<file path="config.mk">
export PLATFORM = sky130hd
export DESIGN_NAME = bank_pager
export DESIGN_NICKNAME = d
export VERILOG_FILES = /design/src/rtl/bank_pager.sv
export SDC_FILE = /design/constraint.sdc
export NUM_CORES = 1
export LEC_CHECK = 0
export ABC_AREA = 1
export ABC_CLOCK_PERIOD_IN_PS = 3100
export CORE_MARGIN = 3
export CORE_UTILIZATION = 25
export DETAILED_ROUTE_END_ITERATION = 8
export GPL_ROUTABILITY_DRIVEN = 0
export PLACE_DENSITY = 0.68
export SLEW_MARGIN = 20
export SYNTH_ARGS = -nofsm -noshare
export SYNTH_HDL_FRONTEND = slang
export SYNTH_SLANG_ARGS = --single-unit
export TNS_END_PERCENT = 20
</file>
<file path="constraint.sdc">
create_clock -name clk -period 3.1 [get_ports clk]
set_input_delay 0.775 -clock clk [delete_from_list [all_inputs] [get_ports clk]]
set_output_delay 0.775 -clock clk [all_outputs]
set_load 0.02 [all_outputs]
</file>
<file path="src/rtl/bank_pager.sv">
// bank_pager: 128K-style memory pager for a Spectrum-class Z80 system.
// Holds a CPU-writable page register behind a decoded I/O port, maps the
// 64 KiB address space onto 8 KiB ROM/RAM banks, and provides a paging lock
// plus a frame-synchronised video page select.
module bank_pager #(
  parameter int          NUM_BANKS  = 16,
  parameter logic [15:0] PORT_MASK  = 16'h8002,
  parameter logic [15:0] PORT_MATCH = 16'h0000,
  parameter bit          READBACK   = 1'b1
) (
  input  logic                 clk,
  input  logic                 reset,
  input  logic                 mreq_n,
  input  logic                 iorq_n,
  input  logic                 rd_n,
  input  logic                 wr_n,
  input  logic [15:0]          ad,
  input  logic [7:0]           din,
  input  logic                 frame_strobe,
  output logic [7:0]           dout,
  output logic                 dout_oe,
  output logic [3:0]           rom_cs,
  output logic [NUM_BANKS-1:0] ram_cs,
  output logic                 port_cs,
  output logic                 locked,
  output logic                 vid_page
);

  // Bank index width; a 16 KiB page number is one bit narrower.
  localparam int BW = $clog2(NUM_BANKS);

  logic [7:0]    pr;
  logic          armed;
  logic          port_hit;
  logic          write_en;
  logic [4:0]    page_full;
  logic [BW-1:0] bank;

  assign port_hit  = ((ad & PORT_MASK) == PORT_MATCH) && !iorq_n;
  assign write_en  = port_hit && !wr_n && armed && !pr[5];
  assign page_full = {pr[7:6], pr[2:0]};

  assign port_cs = port_hit;
  assign locked  = pr[5];
  assign dout    = pr;
  assign dout_oe = READBACK && port_hit && !rd_n;

  // Page register capture; armed makes a long write strobe count only once.
  always_ff @(posedge clk or posedge reset) begin
    if (reset) begin
      pr    <= 8'h00;
      armed <= 1'b1;
    end else if (write_en) begin
      pr    <= din;
      armed <= 1'b0;
    end else if (wr_n) begin
      armed <= 1'b1;
    end
  end

  // Screen flips only at frame start, using the register value before any same-edge write.
  always_ff @(posedge clk or posedge reset) begin
    if (reset) begin
      vid_page <= 1'b0;
    end else if (frame_strobe) begin
      vid_page <= pr[3];
    end
  end

  // Slot decode: one chip select during a memory cycle, none otherwise.
  always_comb begin
    rom_cs = '0;
    ram_cs = '0;
    bank   = '0;
    if (!mreq_n) begin
      unique case (ad[15:14])
        2'b00: rom_cs[{pr[4], ad[13]}] = 1'b1;
        2'b01: begin
          bank         = BW'({4'd5, ad[13]});
          ram_cs[bank] = 1'b1;
        end
        2'b10: begin
          bank         = BW'({4'd2, ad[13]});
          ram_cs[bank] = 1'b1;
        end
        2'b11: begin
          bank         = BW'({page_full, ad[13]});
          ram_cs[bank] = 1'b1;
        end
      endcase
    end
  end

endmodule

</file>
==> GITHUB_STEP_SUMMARY <==
## Synthesis and layout report

| Metric | Value |
|---|---|
| Placed Area | `1260 sq um` |
| PwrDens | `242 nW/um^2` |
| Area leader share | `33.1%` |
| Post-synth seq share | `37.0%` |
| Hold Vio Cnt, Final | `0` |
| Leakage power | `0.000697 uW` |
| Hold Path Class | `flop to flop` |
| Post-layout minimum cycle time | `3.01 ns` |
| Crit. Startpoint | `ad[15]` |
| Top Family by Delay on Critical Path | `buffers and inverters` |
| Cell count after placement | `187` |
| Post-route ant nets | `0` |
| Logic pwr share | `20.2%` |
| Worst reg2reg startpoint | `armed` |
| DP HPWL | `1870 um` |
| Max-cap violations | `0` |
| Ys cells | `102` |
| Worst-margin pin slew | `0.385 ns` |
| DRC violations left | `0` |
| Startpoint types | `input port` |
| EDFF count, synth | `0` |
| Core area | `2520 sq um` |
| I/O pin cnt | `63` |
| Worst slack, placed | `-0.122 ns` |
| Critical path's slowest cell | `clkdlybuf4s50_1` |
| CP required | `2.32 ns` |
| Tool warning count | `38` |
| Basic Gates by Area | `47.1%` |
| First-pass DRT Iterations | `4` |
| Cell Type Count | `16` |
| Worst Path Arrival | `2.24 ns` |
| Critical path type | `input port to output pin` |
| Slew HR | `74.3%` |
| Routed wl met3 | `131 um` |
| Die area | `3380 sq um` |
| WL met2 | `1130 um` |
| Post-Synth Adder-Cell Area | `0%` |
| Sequential share of power | `42.3%` |
| Top_reg_cell synth | `dfrtp_1` |
| H-tree Lvls | `1` |
| Status | `complete, no violations` |
| RSZ-0062 raised after global routing | `false` |
| Cell Area, Synth | `679 sq um` |
| Flops out of synthesis | `10` |
| Switching fraction of total power | `23.8%` |
| DR vias/cell | `4.48` |
| Max Buffers Root-to-Sink | `2` |
| Clock Sinks | `10` |
| CTS Hold Bufs | `0` |
| PostCTS Resize Cnt | `20` |
| Fin. max-slew vios | `0` |
| Power Internal | `235 uW` |
| Fraction of registers with async set or reset after synthesis | `100%` |
| Initial drt markers | `17` |
| XOR/XNOR Fraction of Synth Area | `0%` |
| Synth mux share | `1.66%` |
| Syn Nets | `133` |
| Fmax | `332 MHz` |
| Final total power | `309 uW` |
| Post-CTS Setup Bufs | `0` |
| Crit-path cells | `clkdlybuf4s50_1 > buf_4 > nor3_4 > clkdlybuf4s50_1` |
| Fin cells | `191` |
| CP endpoint kind | `output pin` |
| Initial antenna violation count | `0` |
| First-pass GRT wire length | `3520 um` |
| Gr ovfl total | `0` |
| Compound Share, Synth | `2.95%` |
| Top-count cell post-synth | `nand2_1` |
| Largest power group | `sequential cells` |
| Clk root buf | `clkbuf_4` |
| Max stage delay on crit path | `0.63 ns` |
| TNS Setup | `0 ns` |
| Fp util | `26.9%` |
| Layout net count | `193` |
| Seq power | `130 uW` |
| Vias in the first global route | `825` |
| Comb group | `62.4 uW` |
| Area grow syn2layout | `87.7%` |
| Most frequent logic cell in the layout | `clkdlybuf4s50_1` |
| Max FO, Critical Path | `4` |
| Worst hold start | `armed` |
| Die W | `58.1 um` |
| Cells after Synth | `102` |
| Yosys chip area | `679 sq um` |
| M1 WL | `894 um` |
| Biggest area cells | `dfrtp_1 33%, nand3_1 13%, nand2_1 13%` |
| Ys Warns | `0` |
| Buf/Inv on CP | `3` |
| CTS tree | `yes` |
| Clock Pin Slew Worst Setup and Hold Paths | `0.06 ns` |
| Reg2reg setup slack | `1.84 ns` |
| Largest net degree at the start of global routing | `11` |
| Layout cells sized above 1 | `11.2%` |
| Diode count | `0` |
| Hold_ws | `0.467 ns` |
| Largest combinational cell category by area | `simple AND/OR/NAND/NOR gates` |
| Top layer in use | `met3` |
| Final setup violation count | `0` |
| Top cells excl fill/tap | `29 x clkdlybuf4s50_1, 24 x nand2_1, 20 x dlygate4sd2_1, 18 x nand3_1, 17 x nor2_1` |
| Final worst path period share | `97.1%` |
| Final WS setup | `0.0887 ns` |
| Top cells by count | `24 x nand2_1, 18 x nand3_1, 17 x nor2_1` |
| Crit path top cell by count | `clkdlybuf4s50_1` |
| Net switching power | `73.5 uW` |
| # port buffers | `50` |
## per-layer routing
metal  up-vias  GRT usage, %
met5         -             0
met4         0          3.97
met3         0          1.11
met2        34          24.0
met1       382          15.9
li1        440             -
## sequential cells by signal, summed over array words and instances, names as in the netlist
name,flops
armed,1
dout,8
vid_page,1
## area by class of cell
cell class / count / area (sq um)
Fill cell: 264 / 1250
Timing Repair Buffer: 58 / 538
Multi-Input combinational cell: 73 / 352
Sequential cell: 10 / 251
Inverter: 16 / 60.1
Tap cell: 30 / 37.5
Clock buffer: 4 / 36.3
## path summary, 6_finish.rpt
| path | end | cells past startpoint |
|---|---|---|
| max reg2reg | dout[4] | 5 |
| min in group asynchronous | dout[7] | 2 |
| max in group asynchronous | armed | 2 |
| max | port_cs | 4 |
| min | armed | 2 |
| min reg2reg | armed | 2 |
floorplan.png
Bar = 20 um. Pins as bars on the die edge. Tap cells in gray.
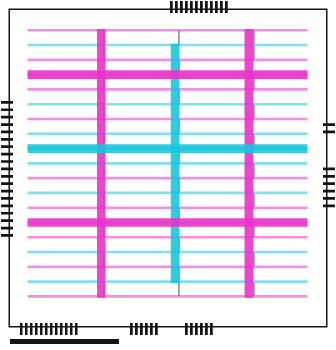
magenta -> VSS
cyan -> VDD
signal pins = 63
met4 straps = 3
tap cells = 30
rows = 18
met1 rails = 19
Die Ht: 58.1 um
Peak VDD IR: 0.000208 V

class_map.png
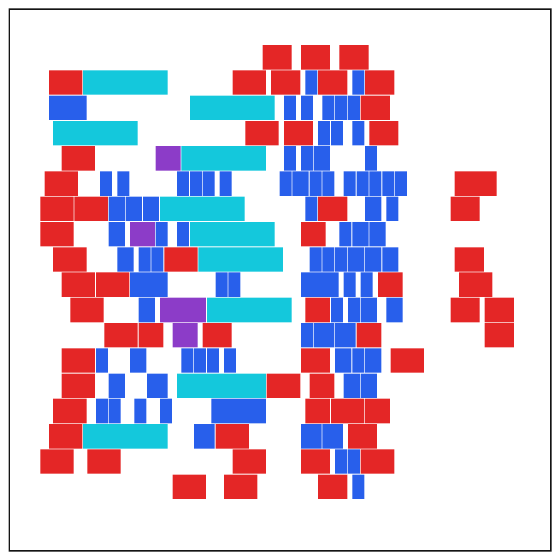
blue -> remaining logic cells  # cells 89
red -> remaining buffers and delay cells  # cells 58
cyan -> registers  # cells 10
purple -> clock drivers and dummy loads  # cells 4
final instance area: 1270 sq um
Final Util: 50.5%
Std-Cell Rows: 18
Seq/total area: 19.7%

clock_wires.png
Bar = 20 um.
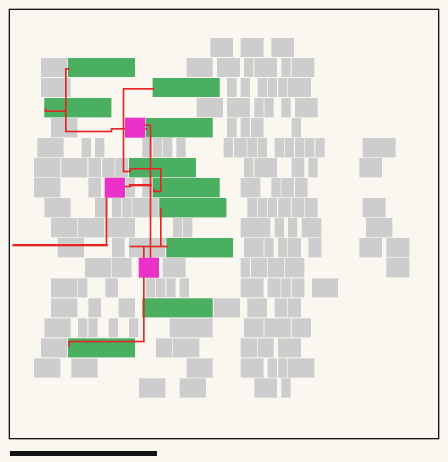
red -> clock wires  # length 131 um
green -> flip-flops  # count 10
magenta -> clock-net drivers  # count 3
routed clock nets = 4
Layout Skew: 0.00166 ns
Insertion Delay late pin: 0.26 ns
Clock Power Share: 37.5%
Clock net power: 116 uW

layers.png
Bar = 20 um. Only two layers are drawn.
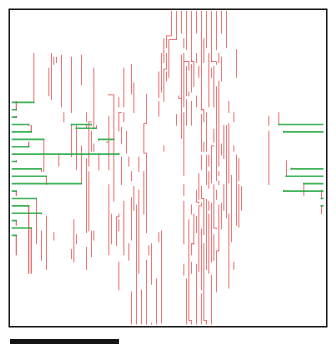
red -> M2  # wire length 1130 um
green -> M3  # wire length 132 um
final wirelength: 2150 um
Vias: 856
Total Routing Usage GR: 13.1%
Avg WL per Cell: 11.3 um

clock_nets.png
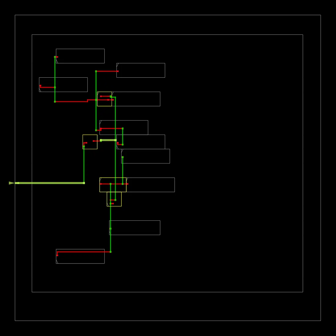
TritonCTS Buffers: 3
Flops: 10

Power figures rest on the tool's default switching activity, not on a simulated workload.
